**config.mk**
```make
export PLATFORM = sky130hd
export DESIGN_NAME = reg_bus_sequencer
export DESIGN_NICKNAME = d
export VERILOG_FILES = /design/src/rtl/reg_bus_sequencer.sv
export SDC_FILE = /design/constraint.sdc
export NUM_CORES = 1
export LEC_CHECK = 0
export CAP_MARGIN = 20
export CORE_ASPECT_RATIO = 0.75
export CORE_MARGIN = 4
export CORE_UTILIZATION = 48
export CTS_CLUSTER_DIAMETER = 40
export CTS_CLUSTER_SIZE = 28
export DETAILED_ROUTE_END_ITERATION = 6
export PLACE_DENSITY = 0.84
export SETUP_SLACK_MARGIN = 0.3
export SYNTH_ARGS = -nofsm -noshare
export SYNTH_HDL_FRONTEND = slang
export SYNTH_SLANG_ARGS = --single-unit
```
**constraint.sdc**
```tcl
create_clock -name clock -period 3.8 [get_ports clock]
set_input_delay 0.76 -clock clock [delete_from_list [all_inputs] [get_ports clock]]
set_output_delay 0.76 -clock clock [all_outputs]
set_load 0.1 [all_outputs]
```
**src/rtl/reg_bus_sequencer.sv**
```systemverilog
// reg_bus_sequencer: clocked, restartable register-bus stimulus sequencer.
// Sweeps addresses 0..NUM_REGS-1 with write and/or read beats. The mode is
// chosen at start. It also generates a response counter, periodic
// command_complete pulses and the interrupt status vectors. Every output is
// registered, so a beat decided in one cycle is seen on the bus after the
// next rising edge.
// Optional feature macro: REG_BUS_SEQ_CHECK_EN adds read-back checking
// (rd_data_i, mismatch_count). In modes 2/3 the read-back data for a read beat
// must be on rd_data_i during the cycle after reg_read_en/adr_o are high.
// That is the cycle in which it is sampled and compared.
module reg_bus_sequencer #(
  parameter int ADDR_W     = 5,
  parameter int DATA_W     = 128,
  parameter int NUM_REGS   = 16,
  parameter int DATA_STEP  = 2,
  parameter int CMD_PERIOD = 8,
  parameter int IRQ_W      = 16
) (
  input  logic              clock,
  input  logic              reset,
  input  logic              start,
  input  logic [1:0]        mode,
  input  logic              pause,
  input  logic              stop,
  output logic [ADDR_W-1:0] adr_o,
  output logic              reg_write_en,
  output logic              reg_read_en,
  output logic [DATA_W-1:0] data_o,
  output logic [DATA_W-1:0] response_o,
  output logic              command_complete,
  output logic [IRQ_W-1:0]  normal_interrupt_status_o,
  output logic [IRQ_W-1:0]  error_interrupt_status_o,
  output logic              busy,
  output logic              done,
  output logic [15:0]       pass_count
`ifdef REG_BUS_SEQ_CHECK_EN
  ,
  input  logic [DATA_W-1:0] rd_data_i,
  output logic [15:0]       mismatch_count
`endif
);

  localparam int                CNT_W       = (CMD_PERIOD > 1) ? $clog2(CMD_PERIOD) : 1;
  localparam logic [ADDR_W-1:0] LAST_IDX    = ADDR_W'(NUM_REGS - 1);
  localparam logic [CNT_W-1:0]  LAST_CNT    = CNT_W'(CMD_PERIOD - 1);
  localparam logic [DATA_W-1:0] PASS_STRIDE = DATA_W'(NUM_REGS * DATA_STEP);
  localparam logic [DATA_W-1:0] IDX_STRIDE  = DATA_W'(DATA_STEP);

  typedef enum logic [1:0] {S_IDLE, S_WRITE, S_READ, S_DONE} state_e;
  typedef enum logic [1:0] {M_WRITE = 2'd0, M_READ = 2'd1, M_WR_RD = 2'd2, M_CONT = 2'd3} mode_e;

  state_e            state_q, state_d;
  mode_e             mode_q, mode_d;
  logic [ADDR_W-1:0] idx_q, idx_d;
  logic [CNT_W-1:0]  beat_cnt_q, beat_cnt_d;
  logic              stop_q, stop_d;
  logic [15:0]       pass_q, pass_d;
  logic [ADDR_W-1:0] adr_q, adr_d;
  logic              wr_en_q, wr_en_d;
  logic              rd_en_q, rd_en_d;
  logic [DATA_W-1:0] data_q, data_d;
  logic [DATA_W-1:0] resp_q, resp_d;
  logic              wrap_q, wrap_d;
  logic              cc_q, cc_d;
  logic              irq_cc_q, irq_cc_d;
  logic              irq_done_q, irq_done_d;
  logic              busy_q, busy_d;
  logic              done_q, done_d;

  logic              in_sweep;
  logic              beat;
  logic              last_idx;
  logic [DATA_W-1:0] wr_data;

  assign in_sweep = (state_q == S_WRITE) || (state_q == S_READ);
  assign beat     = in_sweep && !pause;
  assign last_idx = (idx_q == LAST_IDX);
  // Write data is linear in the global beat position: one pass spans NUM_REGS steps.
  assign wr_data  = DATA_W'(pass_q) * PASS_STRIDE + DATA_W'(idx_q) * IDX_STRIDE;

  // Next-state, beat generation and registered-output values.
  always_comb begin
    // NOTE: every _d gets a default before any branch, so no path can leave a latch behind.
    state_d    = state_q;
    mode_d     = mode_q;
    idx_d      = idx_q;
    beat_cnt_d = beat_cnt_q;
    stop_d     = stop_q;
    pass_d     = pass_q;
    adr_d      = adr_q;
    data_d     = data_q;
    resp_d     = resp_q;
    wr_en_d    = 1'b0;
    rd_en_d    = 1'b0;
    wrap_d     = 1'b0;
    cc_d       = wrap_q;
    irq_cc_d   = cc_q;
    busy_d     = in_sweep;
    done_d     = (state_q == S_DONE);
    irq_done_d = (state_q == S_DONE);

    case (state_q)
      S_IDLE: begin
        if (start) begin
          mode_d     = mode_e'(mode);
          pass_d     = '0;
          resp_d     = '0;
          beat_cnt_d = '0;
          stop_d     = 1'b0;
          idx_d      = '0;
          state_d    = (mode_e'(mode) == M_READ) ? S_READ : S_WRITE;
        end
      end
      S_WRITE: begin
        if (!pause) begin
          wr_en_d = 1'b1;
          adr_d   = idx_q;
          data_d  = wr_data;
          if (last_idx) begin
            idx_d   = '0;
            state_d = (mode_q == M_WRITE) ? S_DONE : S_READ;
          end else begin
            idx_d = idx_q + ADDR_W'(1);
          end
        end
      end
      S_READ: begin
        if (!pause) begin
          rd_en_d = 1'b1;
          adr_d   = idx_q;
          resp_d  = resp_q + DATA_W'(1);
          if (last_idx) begin
            idx_d = '0;
            // A stop raised in this very cycle still ends the sequence here.
            if (mode_q == M_CONT && !(stop_q || stop)) begin
              state_d = S_WRITE;
              pass_d  = pass_q + 16'd1;
            end else begin
              state_d = S_DONE;
            end
          end else begin
            idx_d = idx_q + ADDR_W'(1);
          end
        end
      end
      S_DONE: begin
        state_d = S_IDLE;
        stop_d  = 1'b0;
      end
      default: state_d = S_IDLE;
    endcase

    if (in_sweep && mode_q == M_CONT && stop) stop_d = 1'b1;

    if (beat) begin
      if (beat_cnt_q == LAST_CNT) begin
        beat_cnt_d = '0;
        wrap_d     = 1'b1;
      end else begin
        beat_cnt_d = beat_cnt_q + CNT_W'(1);
      end
    end
  end

  // State and output registers with synchronous reset.
  always_ff @(posedge clock) begin
    // NOTE: non-blocking assignments here, so every register samples pre-edge values.
    if (reset) begin
      state_q    <= S_IDLE;
      mode_q     <= M_WRITE;
      idx_q      <= '0;
      beat_cnt_q <= '0;
      stop_q     <= 1'b0;
      pass_q     <= '0;
      adr_q      <= '0;
      wr_en_q    <= 1'b0;
      rd_en_q    <= 1'b0;
      data_q     <= '0;
      resp_q     <= '0;
      wrap_q     <= 1'b0;
      cc_q       <= 1'b0;
      irq_cc_q   <= 1'b0;
      irq_done_q <= 1'b0;
      busy_q     <= 1'b0;
      done_q     <= 1'b0;
    end else begin
      state_q    <= state_d;
      mode_q     <= mode_d;
      idx_q      <= idx_d;
      beat_cnt_q <= beat_cnt_d;
      stop_q     <= stop_d;
      pass_q     <= pass_d;
      adr_q      <= adr_d;
      wr_en_q    <= wr_en_d;
      rd_en_q    <= rd_en_d;
      data_q     <= data_d;
      resp_q     <= resp_d;
      wrap_q     <= wrap_d;
      cc_q       <= cc_d;
      irq_cc_q   <= irq_cc_d;
      irq_done_q <= irq_done_d;
      busy_q     <= busy_d;
      done_q     <= done_d;
    end
  end

  assign adr_o            = adr_q;
  assign reg_write_en     = wr_en_q;
  assign reg_read_en      = rd_en_q;
  assign data_o           = data_q;
  assign response_o       = resp_q;
  assign command_complete = cc_q;
  assign busy             = busy_q;
  assign done             = done_q;
  assign pass_count       = pass_q;

  // Normal interrupt vector: bit 0 trails command_complete, bit 1 marks done.
  always_comb begin
    normal_interrupt_status_o    = '0;
    normal_interrupt_status_o[0] = irq_cc_q;
    normal_interrupt_status_o[1] = irq_done_q;
  end

`ifdef REG_BUS_SEQ_CHECK_EN
  logic [DATA_W-1:0] exp_q, exp_d;
  logic [DATA_W-1:0] chk_exp_q, chk_exp_d;
  logic              chk_vld_q, chk_vld_d;
  logic [15:0]       mism_q, mism_d;
  logic              err_q, err_d;

  // Read-back compare pipeline. The expected value is captured with the read beat,
  // and the compare happens in the cycle after the beat is on the bus.
  always_comb begin
    exp_d     = (state_q == S_READ && !pause) ? wr_data : exp_q;
    chk_vld_d = rd_en_q && (mode_q == M_WR_RD || mode_q == M_CONT);
    chk_exp_d = exp_q;
    mism_d    = mism_q;
    err_d     = err_q;
    if (chk_vld_q && (rd_data_i != chk_exp_q)) begin
      if (mism_q != 16'hFFFF) mism_d = mism_q + 16'd1;
      err_d = 1'b1;
    end
    if (state_q == S_IDLE && start) begin
      mism_d = '0;
      err_d  = 1'b0;
    end
  end

  // Check-pipeline registers with synchronous reset.
  always_ff @(posedge clock) begin
    if (reset) begin
      exp_q     <= '0;
      chk_exp_q <= '0;
      chk_vld_q <= 1'b0;
      mism_q    <= '0;
      err_q     <= 1'b0;
    end else begin
      exp_q     <= exp_d;
      chk_exp_q <= chk_exp_d;
      chk_vld_q <= chk_vld_d;
      mism_q    <= mism_d;
      err_q     <= err_d;
    end
  end

  assign mismatch_count = mism_q;

  // Error interrupt vector: bit 0 is the sticky mismatch flag.
  always_comb begin
    error_interrupt_status_o    = '0;
    error_interrupt_status_o[0] = err_q;
  end
`else
  assign error_interrupt_status_o = '0;
`endif

endmodule

```
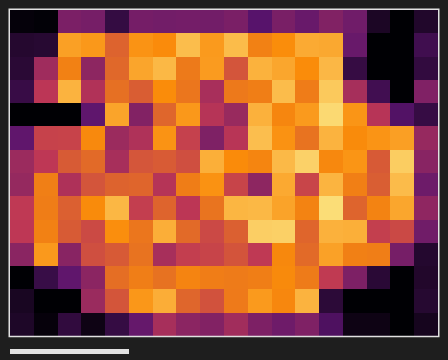
run_1/util_map.png
The bar under the picture is 50 um long. The die is cut into 18 by 14 equal tiles; black is low, pale yellow is high, 0 to 100% covered.
tiles over 75% full: 23%
mean over tiles: 51%
fullest tile: 93%

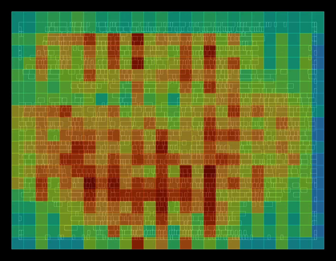
run_1/congestion_map.png
GR Layer Usage met2: 37.1%
GRT Resource Usage Total: 25.7%
M1 GR Usage: 37.5%

==> flow_summary.toml, run 1 <==
# flow metrics
[finish]
clockNetworkAreaShare_pct = 4.70
drive_gt1_share_pct = 5.86
final_util_pct = 60.3
comb_share_pct = 46.5
mostFrequentLayoutCells = "dfxtp_1, clkdlybuf4s50_1, nor2_1, conb_1, nand2_1"
seq_cells = 190
flop_area_mm2 = 0.00380
n_fill_cell = 1907

[detailed_routing]
drt-vias-per-instance = 5.76
drt_wl_total_um = 33500
highest_layer = "met4"
drtIter0Drc = 1294
drt-pass1-iter-count = 6
drt-met1-wl_um = 14500
dr_wl_met2_um = 14400

[run_status]
run_status = "completed"

[floorplan]
rows = 46
die_area_mm2 = 0.0245
coreArea_mm2 = 0.0214
die_width_um = 179
io_pins = 321

[worst_setup_path]
cp_cell_sequence = "inv_1, ha_1, nand2b_1, a211oi_2, nand3_1, or4_1, or4_1, a21oi_1"
crit_path_max_fanout = 12
crit_type = "reg -> reg"
critPathCaptureType = "flop"
slowest_stage = "or4_1"
worst_ep_arrival_time_ns = 3.57
reg2reg_slack_ns = 0.59
reg2reg_to = "response_o[117]"

[synth]
synth_top_area_share_pct = 35.9
yosysCellCount = 1326
ys_sh_simple_pct = 33.4
ys_area_mm2 = 0.0106
synth.cellmix.compoundShare_pct = 7.66
synthXorXnorAreaFrac_pct = 8.77
synthMuxAreaShare_pct = 0.579

[final_timing]
finalMaxSlewViolations = 0
timing.fmax_mhz = 311
clock_skew_ns = 0.0155
min_period_ns = 3.21
fin_ws_ns = 0.587

[power]
leakage_uw = 0.00425
powerDensity_mw_per_mm2 = 431
power_frac_comb_pct = 29.0

[flow_run]
warning_count = 30
drv_cap = 0

[clock_network]
numCtsBuffers = 17
clkTransAtPathRegs_ns = 0.07

[worst_hold_path]
hp-start = "cc_d"

[global_routing]
busiest_layer = "met1"
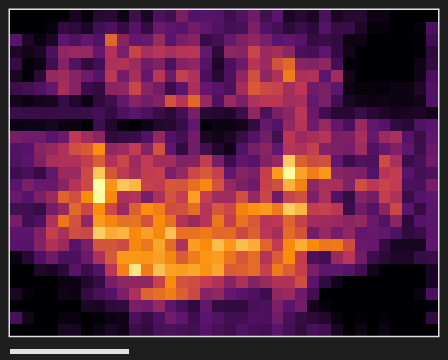
run_1/route_heat.png
The bar under the picture is 50 um long. The die is cut into 36 by 27 equal tiles; black is low, pale yellow is high, scaled to the fullest tile. Values are wire area over tile area, all layers added.
tiles over half the peak: 21%
emptiest ninth of the die: top right
fullest tile: 0.77
mean over tiles: 0.23
densest ninth of the die: bottom middle

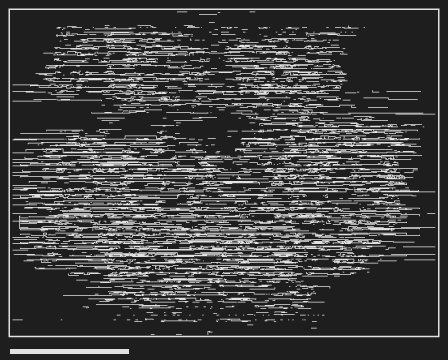
run_1/m1.png
The bar under the picture is 50 um long.
longest straight run: 40.5 um
wire length on this layer: 14500 um

-- run 1: stage by stage --
stage | instances | total power, uW
2_1_floorplan | 1462 | 3590
3_3_place_gp | 1775 | 3710
3_5_place_dp | 1775 | 3730
4_1_cts | 1807 | 5580
5_1_grt | 1807 | 5750
6_report | 1808 | 5570
-- run 1: worst max-delay path: cells and delay by family (launching register included) --
family / cells / cell delay (ns)
AND/OR/NAND/NOR: 4 / 1.76
buffers and inverters: 1 / 0.10
flip-flops: 1 / 0.38
AND-OR/OR-AND: 2 / 0.55
adder cells (fa/ha/maj): 1 / 0.36
-- run 1: flip-flops by register name, summed over array words and instances, names as in the netlist, 2 cells and up --
signal / count
pass_count: 16
mode_q: 2
data_o: 21
response_o: 128
state_q: 2
idx_q: 5
adr_o: 5
beat_cnt_q: 3
-- run 1: power groups by stage --
stage                     clock (uW)  combinational [uW]  sequential [uW]
after floorplan                    0                1130             2460
after global placement             0                1580             2140
after detailed placement           0                1590             2140
after CTS                       1880                1600             2090
after global routing            1970                1680             2100
final                           1860                1610             2090
-- run 1: synthesized netlist by cell type (9+ instances only) --
| library cell | instances |
|---|---|
| dfxtp_1 | 190 |
| nor2_1 | 162 |
| buf_4 | 139 |
| nand2_1 | 111 |
| nand4_1 | 98 |
| a21oi_1 | 61 |
| nand3_1 | 61 |
| xnor2_1 | 56 |
| xor2_1 | 50 |
| nor4_1 | 49 |
| clkbuf_1 | 46 |
| o21ai_0 | 43 |
| or3_1 | 40 |
| nor3_1 | 38 |
| and3_1 | 24 |
| and4_1 | 16 |
| nor2b_1 | 15 |
| inv_1 | 14 |
| ha_1 | 12 |
| a211oi_1 | 11 |
| or4_1 | 10 |
| and2_1 | 9 |
run_1/m2.png
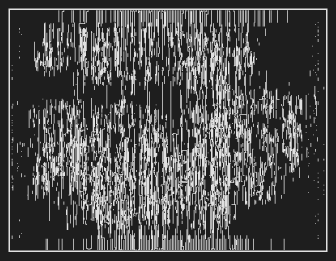

==> run 2, diff against run 1 <==
--- a/config.mk
+++ b/config.mk
@@ -8,11 +8,11 @@
 export CAP_MARGIN = 20
 export CORE_ASPECT_RATIO = 0.75
 export CORE_MARGIN = 4
-export CORE_UTILIZATION = 48
+export CORE_UTILIZATION = 43
 export CTS_CLUSTER_DIAMETER = 40
 export CTS_CLUSTER_SIZE = 28
 export DETAILED_ROUTE_END_ITERATION = 6
-export PLACE_DENSITY = 0.84
+export PLACE_DENSITY = 0.79
 export SETUP_SLACK_MARGIN = 0.3
 export SYNTH_ARGS = -nofsm -noshare
 export SYNTH_HDL_FRONTEND = slang
==> constraint.sdc (replaced) <==
create_clock -name clock -period 2.8 [get_ports clock]
set_input_delay 0.56 -clock clock [delete_from_list [all_inputs] [get_ports clock]]
set_output_delay 0.56 -clock clock [all_outputs]
set_load 0.1 [all_outputs]
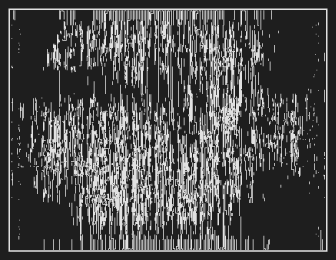
run_2/m2.png
main direction: vertical
nets with wire on the layer: 1366
share of all routed wire: 42%

==> flow_summary.toml, run 2 <==
# flow metrics
[flow_run]
drv_cap = 0
warning_count = 33

[floorplan]
die_area_mm2 = 0.0272
coreArea_mm2 = 0.0241
rows = 49
die_width_um = 189
io_pins = 321

[final_timing]
timing.fmax_mhz = 402
finalMaxSlewViolations = 0
clock_skew_ns = 0.0157
min_period_ns = 2.49

[detailed_routing]
drtIter0Drc = 1118
drt-vias-per-instance = 5.53

[synth]
most_common_cell = "dfxtp_1"
common_cells = "dfxtp_1, nor2_1, buf_4, nand2_1, nand4_1"
synth_top_area_share_pct = 35.9
ys_area_mm2 = 0.0106

[finish]
drive_gt1_share_pct = 30.6
layout.cells.non_filler = 1915
flop_area_mm2 = 0.00416
final_util_pct = 56.4

[power]
powerDensity_mw_per_mm2 = 556
power_frac_comb_pct = 31.1
leakage_uw = 0.00508
p_total_uw = 7560

[worst_setup_path]
crit_cells = 7
critPathTopFamily = "simple AND/OR/NAND/NOR gates"
critPathCaptureType = "flop"
crit_type = "reg -> reg"
crit_path_max_fanout = 7
reg2reg_slack_ns = 0.31
slowest_stage = "or4_4"

[clock_network]
clkTransAtPathRegs_ns = 0.08
numCtsBuffers = 17

[run_status]
run_status = "completed"

[global_routing]
gr-usage-all-layers_pct = 24.0
## run 2: per-layer routing
layer / up-vias / wire [um] / GRT usage [%]
met5: - / 0 / 0
met2: 632 / 14900 / 34.0
met1: 4961 / 15400 / 35.5
met3: 61 / 4130 / 6.97
met4: 0 / 804 / 6.17
li1: 4941 / - / -
## run 2: power groups by stage
stage / clock network, uW / registers [uW] / logic (uW)
2_1_floorplan: 0 / 3270 / 1550
4_1_cts: 2460 / 2780 / 2270
6_report: 2430 / 2780 / 2350
3_3_place_gp: 0 / 2830 / 2200
3_5_place_dp: 0 / 2830 / 2220
5_1_grt: 2590 / 2790 / 2450
## run 2: worst max-delay path by stage
stage,start,end,slack [ns]
5_1_grt,response_o[71],response_o[127],0.22
6_report,response_o[69],response_o[101],0.31
4_1_cts,state_q[1],response_o[118],0.29
3_5_place_dp,start,response_o[119],-0.23
3_3_place_gp,start,response_o[103],-0.18
2_1_floorplan,response_o[70],response_o[103],0.29
## run 2: final cells by class
cell class	instances	area share (%)
Multi-Input combinational cell	1068	46.0
Timing Repair Buffer	280	15.8
Sequential cell	190	30.6
Inverter	14	0.405
Clock inverter	14	1.04
Clock buffer	18	3.16
Tap cell	331	3.05
## run 2: cells by family after synthesis
family | synth area share [%]
buffers and inverters | 12.2
AND/OR/NAND/NOR | 33.4
AND-OR/OR-AND | 7.66
XOR/XNOR | 8.77
flip-flops | 35.9
multiplexers | 0.579
adder cells (fa/ha/maj) | 1.42
other | 0.0354
## run 2: through the flow
stage	setup TNS, ns	worst slack (ns)	cell area [um^2]
after detailed placement	-5.28	-0.230	12700
after CTS	0	0.289	13300
after global placement	-3.28	-0.184	12700
after floorplan	0	0.289	11500
final	0	0.312	13600
after global routing	0	0.224	13600
No activity file was given, so power comes from the tool's default toggle rates.
